$ cat src/rtl/lsu_pkg.sv
// Shared definitions for the load/store unit.
//   - funct3 width/sign codes used by RV32I loads and stores
//   - FSM state encoding
//   - legality helpers evaluated on the effective address at start
package lsu_pkg;

    localparam logic [2:0] F3_B  = 3'b000;
    localparam logic [2:0] F3_H  = 3'b001;
    localparam logic [2:0] F3_W  = 3'b010;
    localparam logic [2:0] F3_BU = 3'b100;
    localparam logic [2:0] F3_HU = 3'b101;

    typedef enum logic [1:0] {
        IDLE = 2'd0,
        REQ  = 2'd1,
        WAIT = 2'd2,
        DONE = 2'd3
    } lsu_state_t;

    // Halfwords need ea[0]=0, words need ea[1:0]=0; bytes are always aligned.
    function automatic logic misaligned(input logic [2:0] f3, input logic [1:0] ea_lo);
        logic m;
        m = 1'b0;
        case (f3[1:0])
            2'b01:   m = ea_lo[0];
            2'b10:   m = |ea_lo;
            default: m = 1'b0;
        endcase
        return m;
    endfunction

    // Stores have no unsigned variants, so any funct3[2]=1 is rejected.
    function automatic logic illegal_f3(input logic st, input logic [2:0] f3);
        logic bad;
        if (st)
            bad = f3[2] || (f3[1:0] == 2'b11);
        else
            bad = (f3 == 3'b011) || (f3 == 3'b110) || (f3 == 3'b111);
        return bad;
    endfunction

endpackage

$ cat src/rtl/lsu_align.sv
// Byte-lane steering for stores and extraction/extension for loads.
// Purely combinational.
//   funct3      in   access width/sign code
//   ea_lo       in   effective address bits [1:0]
//   store_data  in   rs2 value
//   mem_rdata   in   read data word from the bus
//   wstrb       out  byte strobes for the store
//   wdata       out  replicated store data
//   load_value  out  extracted, sign/zero-extended load result
module lsu_align
    import lsu_pkg::*;
(
    input  logic [2:0]  funct3,
    input  logic [1:0]  ea_lo,
    input  logic [31:0] store_data,
    input  logic [31:0] mem_rdata,
    output logic [3:0]  wstrb,
    output logic [31:0] wdata,
    output logic [31:0] load_value
);

    logic [7:0]  lane_b;
    logic [15:0] lane_h;

    always_comb begin
        wstrb = 4'b0000;
        wdata = 32'h0;
        case (funct3[1:0])
            2'b00: begin
                wstrb = 4'b0001 << ea_lo;
                wdata = {4{store_data[7:0]}};
            end
            2'b01: begin
                wstrb = 4'b0011 << {ea_lo[1], 1'b0};
                wdata = {2{store_data[15:0]}};
            end
            2'b10: begin
                wstrb = 4'b1111;
                wdata = store_data;
            end
            default: begin
                wstrb = 4'b0000;
                wdata = 32'h0;
            end
        endcase
    end

    always_comb begin
        lane_b     = mem_rdata[{ea_lo, 3'b000} +: 8];
        lane_h     = mem_rdata[{ea_lo[1], 4'b0000} +: 16];
        load_value = 32'h0;
        case (funct3)
            F3_B:    load_value = {{24{lane_b[7]}}, lane_b};
            F3_H:    load_value = {{16{lane_h[15]}}, lane_h};
            F3_W:    load_value = mem_rdata;
            F3_BU:   load_value = {24'h0, lane_b};
            F3_HU:   load_value = {16'h0, lane_h};
            default: load_value = 32'h0;
        endcase
    end

endmodule

$ cat src/rtl/load_store_unit.sv
// RV32I load/store engine: one aligned word access per request over a
// req/ready + rvalid bus, with load results written back to the register file.
//
//   state | meaning
//   ------+----------------------------------------------------------
//   IDLE  | waiting for start; latches ea/controls on start
//   REQ   | mem_req high, address/strobes/data held until mem_ready
//   WAIT  | load accepted, waiting for mem_rvalid
//   DONE  | one-cycle done pulse (+ rd write for successful loads)
//
// Ports:
//   clk, rst                 clock, async active-low reset
//   start, is_store, funct3  request pulse and access type
//   base, imm, store_data    rs1, offset, rs2
//   rd_in                    load destination register
//   busy, done, err          status; err is valid with done
//   rd_we, rd_addr, rd_data  register file write port
//   mem_*                    data memory bus
module load_store_unit
    import lsu_pkg::*;
#(
    parameter int TIMEOUT_W = 8
) (
    input  logic        clk,
    input  logic        rst,
    input  logic        start,
    input  logic        is_store,
    input  logic [2:0]  funct3,
    input  logic [31:0] base,
    input  logic [31:0] imm,
    input  logic [31:0] store_data,
    input  logic [4:0]  rd_in,
    output logic        busy,
    output logic        done,
    output logic        err,
    output logic        rd_we,
    output logic [4:0]  rd_addr,
    output logic [31:0] rd_data,
    output logic        mem_req,
    output logic        mem_we,
    output logic [31:0] mem_addr,
    output logic [3:0]  mem_wstrb,
    output logic [31:0] mem_wdata,
    input  logic        mem_ready,
    input  logic        mem_rvalid,
    input  logic [31:0] mem_rdata
);

    // Last counter value before abort: the access gets 2**TIMEOUT_W-1 cycles.
    localparam logic [TIMEOUT_W-1:0] TC_LAST = {{(TIMEOUT_W-1){1'b1}}, 1'b0};

    lsu_state_t           state_q, state_d;
    logic [31:0]          ea_q;
    logic                 st_q;
    logic [2:0]           f3_q;
    logic [31:0]          sd_q;
    logic [4:0]           rd_q;
    logic [31:0]          rdata_q;
    logic                 err_q;
    logic [TIMEOUT_W-1:0] cnt_q;

    logic [31:0]          ea;
    logic                 bad;
    logic                 timeout;
    logic [3:0]           al_wstrb;
    logic [31:0]          al_wdata;
    logic [31:0]          al_load;

    assign ea  = base + imm;
    assign bad = misaligned(funct3, ea[1:0]) || illegal_f3(is_store, funct3);

    lsu_align u_align (
        .funct3     (f3_q),
        .ea_lo      (ea_q[1:0]),
        .store_data (sd_q),
        .mem_rdata  (rdata_q),
        .wstrb      (al_wstrb),
        .wdata      (al_wdata),
        .load_value (al_load)
    );

    always_ff @(posedge clk or negedge rst) begin
        if (!rst) begin
            state_q <= IDLE;
            ea_q    <= 32'h0;
            st_q    <= 1'b0;
            f3_q    <= 3'b000;
            sd_q    <= 32'h0;
            rd_q    <= 5'd0;
            rdata_q <= 32'h0;
            err_q   <= 1'b0;
            cnt_q   <= '0;
        end else begin
            state_q <= state_d;
            case (state_q)
                IDLE: begin
                    if (start) begin
                        ea_q    <= ea;
                        st_q    <= is_store;
                        f3_q    <= funct3;
                        sd_q    <= store_data;
                        rd_q    <= rd_in;
                        rdata_q <= 32'h0;
                        err_q   <= bad;
                        cnt_q   <= '0;
                    end
                end
                REQ: begin
                    cnt_q <= cnt_q + TIMEOUT_W'(1);
                    // Read data may return in the same cycle as acceptance.
                    if (mem_ready && mem_rvalid && !st_q)
                        rdata_q <= mem_rdata;
                    if (timeout)
                        err_q <= 1'b1;
                end
                WAIT: begin
                    cnt_q <= cnt_q + TIMEOUT_W'(1);
                    if (mem_rvalid)
                        rdata_q <= mem_rdata;
                    if (timeout)
                        err_q <= 1'b1;
                end
                default: ;
            endcase
        end
    end

    // Completion beats timeout when both happen in the same cycle.
    always_comb begin
        state_d = state_q;
        timeout = 1'b0;
        case (state_q)
            IDLE: begin
                if (start)
                    state_d = bad ? DONE : REQ;
            end
            REQ: begin
                if (mem_ready)
                    state_d = (st_q || mem_rvalid) ? DONE : WAIT;
                else if (cnt_q == TC_LAST) begin
                    state_d = DONE;
                    timeout = 1'b1;
                end
            end
            WAIT: begin
                if (mem_rvalid)
                    state_d = DONE;
                else if (cnt_q == TC_LAST) begin
                    state_d = DONE;
                    timeout = 1'b1;
                end
            end
            DONE:    state_d = IDLE;
            default: state_d = IDLE;
        endcase
    end

    always_comb begin
        busy      = (state_q != IDLE);
        done      = (state_q == DONE);
        err       = (state_q == DONE) && err_q;
        mem_req   = (state_q == REQ);
        mem_we    = (state_q == REQ) && st_q;
        mem_addr  = (state_q == REQ) ? {ea_q[31:2], 2'b00} : 32'h0;
        mem_wstrb = (state_q == REQ && st_q) ? al_wstrb : 4'b0000;
        mem_wdata = (state_q == REQ && st_q) ? al_wdata : 32'h0;
        rd_addr   = rd_q;
        rd_data   = 32'h0;
        rd_we     = 1'b0;
        if (state_q == DONE && !err_q && !st_q) begin
            rd_data = al_load;
            rd_we   = (rd_q != 5'd0);
        end
    end

endmodule

$ cat config.mk
export PLATFORM = sky130hd
export DESIGN_NAME = load_store_unit
export DESIGN_NICKNAME = d
export VERILOG_FILES = /design/src/rtl/lsu_pkg.sv /design/src/rtl/lsu_align.sv /design/src/rtl/load_store_unit.sv
export SDC_FILE = /design/constraint.sdc
export NUM_CORES = 1
export LEC_CHECK = 0
export CAP_MARGIN = 10
export CORE_ASPECT_RATIO = 0.6
export CORE_MARGIN = 10
export CORE_UTILIZATION = 44
export CTS_CLUSTER_DIAMETER = 50
export DETAILED_ROUTE_END_ITERATION = 10
export GPL_ROUTABILITY_DRIVEN = 0
export GPL_TIMING_DRIVEN = 0
export PLACE_DENSITY = 0.79
export SYNTH_ARGS = -nofsm -noshare
export SYNTH_HDL_FRONTEND = slang
export SYNTH_HIERARCHICAL = 1
export SYNTH_SLANG_ARGS = --single-unit
$ cat constraint.sdc
create_clock -name clk -period 1.9 [get_ports clk]
set_input_delay 0.38 -clock clk [delete_from_list [all_inputs] [get_ports clk]]
set_output_delay 0.38 -clock clk [all_outputs]
set_load 0.02 [all_outputs]
### Wire density map, run 1

40 x 25 tiles, from dark blue (low) to red (high), scaled to the fullest tile. Values are wire area over tile area, all layers added.
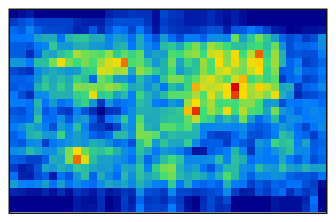
nearly empty tiles	6.6%
tiles over half the peak	15%
fullest tile	0.90
mean over tiles	0.27
densest ninth of the die	centre
global-route usage over all layers: 28.3%
Routed Wire Length: 39200 µm
routed length per placed instance: 23.2 µm

### Supply network, run 1

Bar = 50 µm. Pins as bars on the die edge. Tap cells in grey.
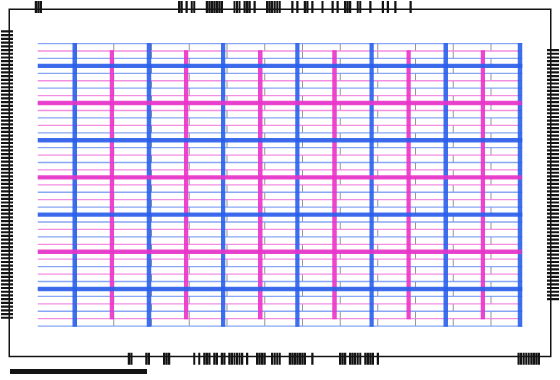
colour	net
magenta	VDD
blue	VSS
signal pins	253
tap cells	240
met4 straps	13
rows	38

==> Slide: Implementation Results, run 1 <==
Run Summary

Outcome
  – Outcome: complete, but fails checks
  – Violations in the final reports: negative setup slack

Finish
  – Final Net Count: approximately 1600
  – Number of non-clock buffers in the layout: about 440
  – Final Util: 82.2%
  – Non-clock buffering overhead: 30.2%
  – Number of fill cells in the layout: about 1100
  – Share of layout cells above drive strength 1: a little under half
  – Number of flip-flops and latches: approximately 120
  – Leading cell kind: multi-input combinational cells

Global routing
  – Maximum number of pins on one net before global-route repair: around 85
  – Routing usage on met2: between 40% and 50%
  – Total congestion overflow: 0

Setup path
  – Total buffers and inverters traversed by the critical path: 3
  – Depth of the worst register-to-register path: 11
  – Sequence of cells on the critical path: mux2_4, a22oi_4, buf_12, buf_8, o211ai_1, and2_4, buf_6
  – Critical path endpoint: rd_data[19]
  – Largest stage delay on the critical path: roughly 0.46 ns
  – Critical path data arrival time: 2.20 ns
  – Register-to-register setup slack: -0.18 ns

Final timing
  – Final Worst Setup Slack: -0.684 ns
  – Worst slew pin tran: slightly below 0.6 ns
  – Worst setup skew after layout: around 0.015 ns
  – Final setup violation count: about 150

Yosys
  – Fraction of synthesized cell area in xor and xnor cells: under 10%
  – Post-synth EDFFs: 0
  – Synth Area in Adders: ~6.4%
  – Async set-reset flop share out of synthesis: 100%

Drt
  – Routed met2 length: between 15000 and 20000 µm
  – Met1 wire length: roughly 16000 µm

Pwr
  – Clock share of power: about 14%
  – Highest ir drop seen on vdd: around 0.9 mV
  – Total design power: roughly 23 mW

Place
  – Quantity of I/O buffers inserted on ports: around 250

CTS
  – CTS Buf Count: 17
  – Largest buffer count on any clock path: 2

Run
  – Tool warning count: 36
### Placed standard cells, run 1

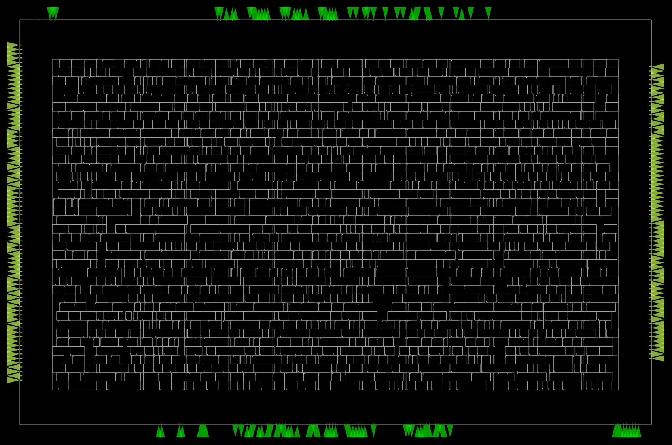
area of the placeable core: 0.0183 mm²
number of well taps: 240
final instance count without filler cells: 1685

## run 1: state kept, by name, summed over array words and instances, names as in the netlist
name     cells
err_q        1
f3_q         3
st_q         1
rd_addr      5
rdata_q     32
state_q      2
ea_q        32
cnt_q        8
sd_q        32
## run 1: kinds of logic after synthesis
| group | after synthesis |
|---|---|
| AOI/OAI and AO/OA | 261 |
| xor gates and xnor gates | 31 |
| adders and majority gates | 42 |
| buffers and inverters | 94 |
| DFF | 116 |
| muxes | 24 |
| other | 1 |
| and+or+nand+nor | 472 |
## run 1: timing repair
action / CTS / global route
endpoints found under the setup margin: 217 / 193
gates resized: 1061 / 303
endpoints found under the hold margin: 32 / 0
hold buffers: 1 / 0
buffers inserted: 84 / 33
pin swaps: 99 / 97
gates cloned: 19 / 1
### Wires at chosen ports, followed through buffers, run 1

Bar = 50 µm.
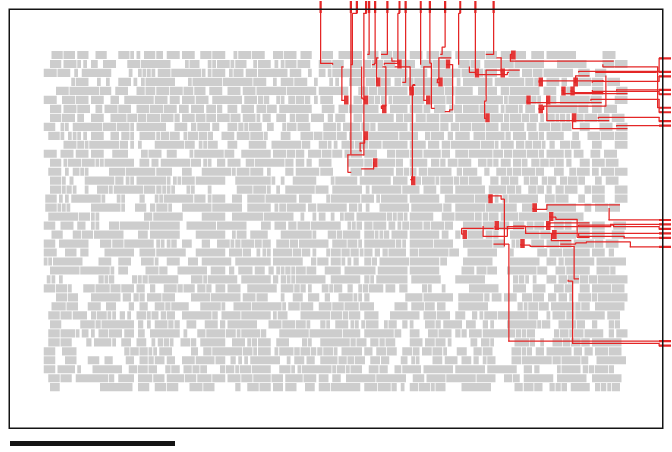

--- run 2 (diff from run 1) ---
--- a/config.mk
+++ b/config.mk
@@ -9,10 +9,10 @@
 export CORE_ASPECT_RATIO = 0.6
 export CORE_MARGIN = 10
 export CORE_UTILIZATION = 44
+export CTS_BUF_LIST = sky130_fd_sc_hd__clkbuf_8
 export CTS_CLUSTER_DIAMETER = 50
 export DETAILED_ROUTE_END_ITERATION = 10
-export GPL_ROUTABILITY_DRIVEN = 0
-export GPL_TIMING_DRIVEN = 0
+export GPL_TIMING_DRIVEN = 1
 export PLACE_DENSITY = 0.79
 export SYNTH_ARGS = -nofsm -noshare
 export SYNTH_HDL_FRONTEND = slang
### Wires at chosen ports, followed through buffers, run 2

Bar = 50 µm.
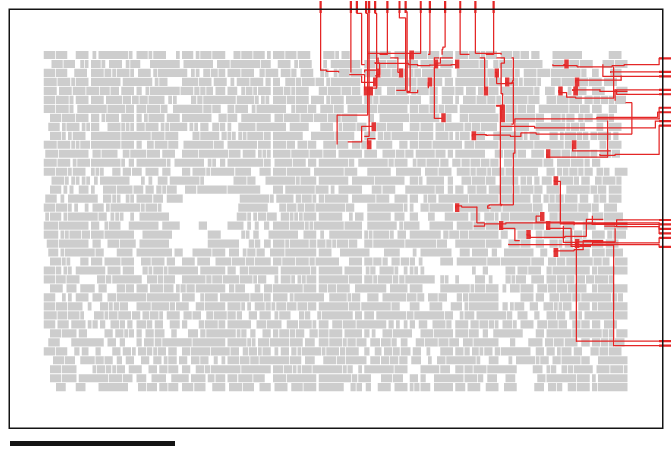
colour	port	bits	direction	edge	end cells	wire
red	mem_rdata	32	input	17 right, 15 top	32	1500 µm

==> run 2 against run 1 <==
The run still ends with negative setup slack left. Cell count is 5.5% higher. Utilization up 3.3 points. Clock-buffer cell count is 2 lower. Sequential cell count is the same. First-iteration DRC count down 13%. Worst hold slack worse by 0.037 ns. Sequential share of layout area decreased by 0.76 points. Largest power group unchanged. Non-clock buffer count increased by 94. Register-to-register slack lost 0.10 ns.
==> Slide: Implementation Results, run 2 <==
Run Summary

Outcome
  – Outcome: complete, but fails checks
  – Violations in the final reports: negative setup slack

Setup path
  – Critical path data arrival time: 2.19 ns (about the same)
  – Register-to-register setup slack: -0.28 ns (-0.10 ns)
  – Total buffers and inverters traversed by the critical path: 2 (-1)

Final timing
  – Worst setup skew after layout: 0.0130 ns (-0.00206 ns)
  – Final setup violation count: 151 (+1.3%)
  – Final Worst Setup Slack: -0.671 ns (+0.0133 ns)
  – Worst slew pin tran: 0.557 ns (-0.0345 ns)

Run
  – Tool warning count: 36 (unchanged)

Yosys
  – Post-synth EDFFs: 0 (unchanged)
  – Async set-reset flop share out of synthesis: 100% (unchanged)

CTS
  – Post-CTS Setup Bufs: 55 (-35%)
  – CTS-repair resized insts: 889 (-16%)
  – Largest buffer count on any clock path: 2 (unchanged)
  – CTS Buf Count: 17 (unchanged)
  – Hold Buf Count CTS: 1 (unchanged)

Finish
  – Final Util: 85.5% (+3.3 points)
  – Leading cell kind: multi-input combinational cells
  – Non-clock buffering overhead: 34.4% (+4.2 points)
  – Largest registers: ea_q x32, rdata_q x32, sd_q x32
  – Share of layout cells above drive strength 1: 48.6% (+2.9 points)
  – Number of non-clock buffers in the layout: 534 (+21%)
  – Final Net Count: 1707 (+5.7%)

Global routing
  – Global-route usage over all layers: 28.3% (about the same)
  – Maximum number of pins on one net before global-route repair: 47 (-45%)
  – Routing usage on met2: 46.4% (+2.8 points)
  – Total congestion overflow: 0 (unchanged)

Drt
  – Routed Wire Length: 39900 µm (+1.8%)
  – Met1 wire length: 15400 µm (-2.6%)

Place
  – Quantity of I/O buffers inserted on ports: 250 (+0.40%)

Pwr
  – Total design power: 23.3 mW (about the same)

Floorplan
  – Number of well taps: 240 (unchanged)
## run 2: power by group
| group | total (mW) | internal, mW | switching [mW] |
|---|---|---|---|
| combinational | 16.2 | 8.00 | 8.16 |
| clock | 2.64 | 1.55 | 1.09 |
| sequential | 4.50 | 3.55 | 0.944 |
| total | 23.3 | 13.1 | 10.2 |
## run 2: cell families (layout without fill, tap and decap cells)
logic type | count (synthesis) | count (layout) | share of synthesized area (%)
AND/OR/NAND/NOR | 472 | 472 | 26.8
AND-OR/OR-AND | 261 | 261 | 20.2
flip-flops | 116 | 116 | 34.9
buffers and inverters | 94 | 587 | 5.05
adder cells (fa/ha/maj) | 42 | 42 | 6.41
XOR/XNOR | 31 | 31 | 3.26
multiplexers | 24 | 24 | 3.34
other | 1 | 5 | 0.0451
Power is estimated from default activity; no workload was simulated.
